### M3 wires

Drawn at 10 px/um.
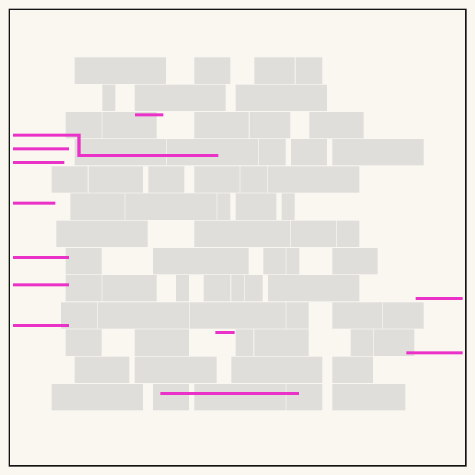
### Clock routing

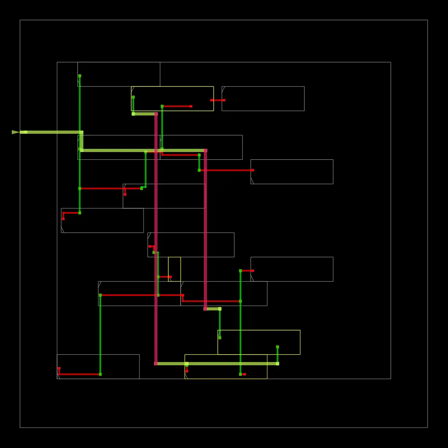
### Clock network drawn from the DEF

Drawn at 8 px/um.
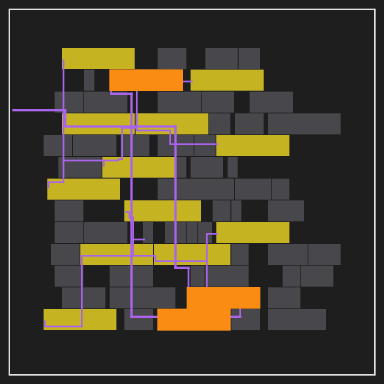
Design piso_tx_flat, sky130hd; sources not shown.
==> reports/qor.rpt <==
FLOORPLAN
-----------------------------------------------------------------------------------------------------------------
Total I/O pin count                                                                                            15
Die footprint                                                                                           2071 um^2
Starting density of the core                                                                               0.4378
Chip width                                                                                               45.51 um
Standard cell core area                                                                                 1318 um^2
Cell row count                                                                                                 13
Die Ht                                                                                                   45.51 um

GLOBAL ROUTE
-----------------------------------------------------------------------------------------------------------------
Pin count of the biggest net entering global routing                                                           13
Wire length of the first global-routing pass                                                              2104 um
Most Used Layer, Global Route                                                                                met2
Initial antenna violation count                                                                                 0
Met1 Track Usage GR                                                                                        0.1915
Via count of the first global-routing pass                                                                    450
Total Routing Usage GR                                                                                     0.1623
Total gr overflow                                                                                               0

CRITICAL PATH
-----------------------------------------------------------------------------------------------------------------
R2R Setup Slk                                                                                            -0.05 ns
Required time at the worst-slack endpoint                                                                 1.34 ns
Ordered list of cells on the worst path                                                              mux4_2 -> nor2_4 -> a311oi_4 -> buf_6
Kind of end point of the critical path                                                                output port
CP startpoint kind                                                                                       register
Max Fanout on Critical Path                                                                                     5
Crit path buffers/inverters                                                                                     1
CP max stage delay                                                                                        0.55 ns
Worst Reg2Reg Path Length in Cells                                                                              7
Worst endpoint data arrival time                                                                          1.54 ns
Worst path depth                                                                                                4

FINISH
-----------------------------------------------------------------------------------------------------------------
Fraction of area in multi-input gates                                                                      0.3772
Largest cell class by area                                                                            logic gates
Final net count                                                                                                80
Design area                                                                                            942.2 um^2
Flop share of the area                                                                                     0.3214
Logic area                                                                                             355.3 um^2
Top logic cells by instance count in the layout                                                      10 x sky130_fd_sc_hd__clkdlybuf4s50_1, 10 x sky130_fd_sc_hd__dfrtp_1, 8 x sky130_fd_sc_hd__mux2_4
Fraction of area in clock buffers and inverters                                                           0.08367
Antenna diode count                                                                                             0
Repair and plain buffers                                                                                       17
Fillcell total                                                                                                 93
Final standard cell utilization of the core                                                                0.7151
Layout cell share with drive strength beyond 1                                                             0.4308
Sequential Area                                                                                        302.8 um^2
Flip-flop count of the largest register, all copies and words added                                             8
Non-clk buf share                                                                                          0.1859
Multi-input logic cell count                                                                                   29
Layout-stage area growth over the synthesis result                                                         63.34%
Post-route non-filler standard cell count                                                                      80

YOSYS
-----------------------------------------------------------------------------------------------------------------
Seq cells post-synth                                                                                           12
Average cell area after synthesis                                                                      13.11 um^2
Simple logic cell fraction of the synthesized area                                                        0.09328
Share of synthesized registers carrying an async set or reset                                               1.000
Number of enable flip-flop cells                                                                                0
Arithmetic-cell share of the synthesized area counting full adders, half adders and majority gates        0.06508
Library cell occupying the most area in the post-synthesis netlist                                   sky130_fd_sc_hd__dfrtp_1
Multiplexer share of the synthesized area                                                                  0.2386
Chip area estimate from yosys synthesis                                                                576.8 um^2
Area leader share                                                                                          0.5206
Portion of the post-synthesis area used by sequential elements                                             0.5206
Synth Flop Type                                                                                      sky130_fd_sc_hd__dfrtp_1
Most frequent cell after synthesis                                                                   sky130_fd_sc_hd__dfrtp_1
Dominant cells by area after synthesis                                                               sky130_fd_sc_hd__dfrtp_1 52%, sky130_fd_sc_hd__mux2_2 18%, sky130_fd_sc_hd__ha_1 6.5%, sky130_fd_sc_hd__mux4_1 4.6%, sky130_fd_sc_hd__nand2b_1 3.3%
And-or/or-and share of the synthesized area                                                               0.06291
Cell Area, Synth                                                                                       576.8 um^2
Number of nets in the synthesized netlist                                                                      58
Distinct lib cells                                                                                             17
Largest logic family                                                                                 multiplexers

CLOCK TREE
-----------------------------------------------------------------------------------------------------------------
Number of levels the H-tree was split into                                                                      1
Clock tree from TritonCTS                                                                                    done
Num Clock Sinks                                                                                                12
Clock transition at the register clock pins on the worst setup and hold paths after CTS                   0.04 ns
Clock root buffer                                                                                    sky130_fd_sc_hd__clkbuf_16
Number of instances resized during post-cts repair                                                             42
Hold buffer count at CTS                                                                                        0
Post-CTS Setup Inserts                                                                                          3
Max Buffers Root-to-Sink                                                                                        2

DETAILED ROUTING
-----------------------------------------------------------------------------------------------------------------
Post-detailed-routing wire length                                                                         1211 um
Wirelength per Cell                                                                                      15.14 um
Total met2 wirelength after detailed routing                                                               574 um
Average vias per placed instance                                                                            5.263
Detailed route wirelength on metal3                                                                         79 um
Iter 0 DRT Violations                                                                                           2
Router iterations before antenna repair                                                                         2
Routed length on met1                                                                                      511 um
DRT antenna net count                                                                                           0
Detailed-route DRC error count                                                                                  0
Top layer used by detailed routing                                                                           met4

POWER AND IR DROP
-----------------------------------------------------------------------------------------------------------------
Switching Power                                                                                         0.7189 mW
Power of the combinational group                                                                          1.02 mW
Group drawing the most power                                                                         combinational cells
Sequential fraction of design power                                                                         0.274
Leak Pwr                                                                                                0.4369 nW
Total Power                                                                                              1.962 mW
Power per Cell Area                                                                                  2082 nW/um^2
Peak ir drop on the vdd network                                                                        0.001363 V

FINAL TIMING
-----------------------------------------------------------------------------------------------------------------
Final worst setup slack                                                                                -0.2014 ns
Slew headroom                                                                                              0.6953
Hold WS                                                                                                 0.3567 ns
Fraction of the cycle the final worst path needs                                                            1.112
Transition time of the tightest slew-check pin                                                          0.4565 ns
Count of endpoints failing setup in the final report                                                           11
Final Hold Vio Count                                                                                            0
Final-layout setup total negative slack                                                                -0.8297 ns
RSZ-0062 raised after global routing                                                                          yes
Max Clk Rate                                                                                            499.6 MHz
Minimum clock period                                                                                     2.001 ns
Pins over their slew limit                                                                                      0

PLACE
-----------------------------------------------------------------------------------------------------------------
Port Buffer Count                                                                                              14
Setup slack at placement                                                                               -0.6749 ns
Final estimated routing congestion in global placement                                                     0.6963
HPWL reported at the end of detailed placement                                                             790 um
Post-place instance area                                                                               767.0 um^2

FLOW RUN
-----------------------------------------------------------------------------------------------------------------
Tool warning count                                                                                             30
Max Cap Viol                                                                                                    0

STATUS
-----------------------------------------------------------------------------------------------------------------
Run status                                                                                           finished with violations
Failing checks                                                                                       setup timing

HOLD PATH
-----------------------------------------------------------------------------------------------------------------
Type of the most critical hold path                                                                   in -> async

-- 'M3 wires' (at the start) --
share of all routed wire: 6.6%
nets with wire on the layer: 10
main direction: horizontal
longest straight run: 13.8 um
detailed-route via count: 421
met3 layer usage reported by global route: 0.07115

-- 'Clock routing' (at the start) --
power attributed to the clock group: 0.408 mW
number of flip-flops and latches: 12
number of buffers created by CTS: 3
Late-Pin Clk Latency: 0.24 ns
CLK BUF: 3

-- 'Clock network drawn from the DEF' (at the start) --
[orange] clock drivers | count: 3
[purple] clock wires | length: 199 um
[yellow] flip-flops | count: 12
routed clock nets: 4
clock network power share: 0.208

No activity file was given, so power comes from the tool's default toggle rates.
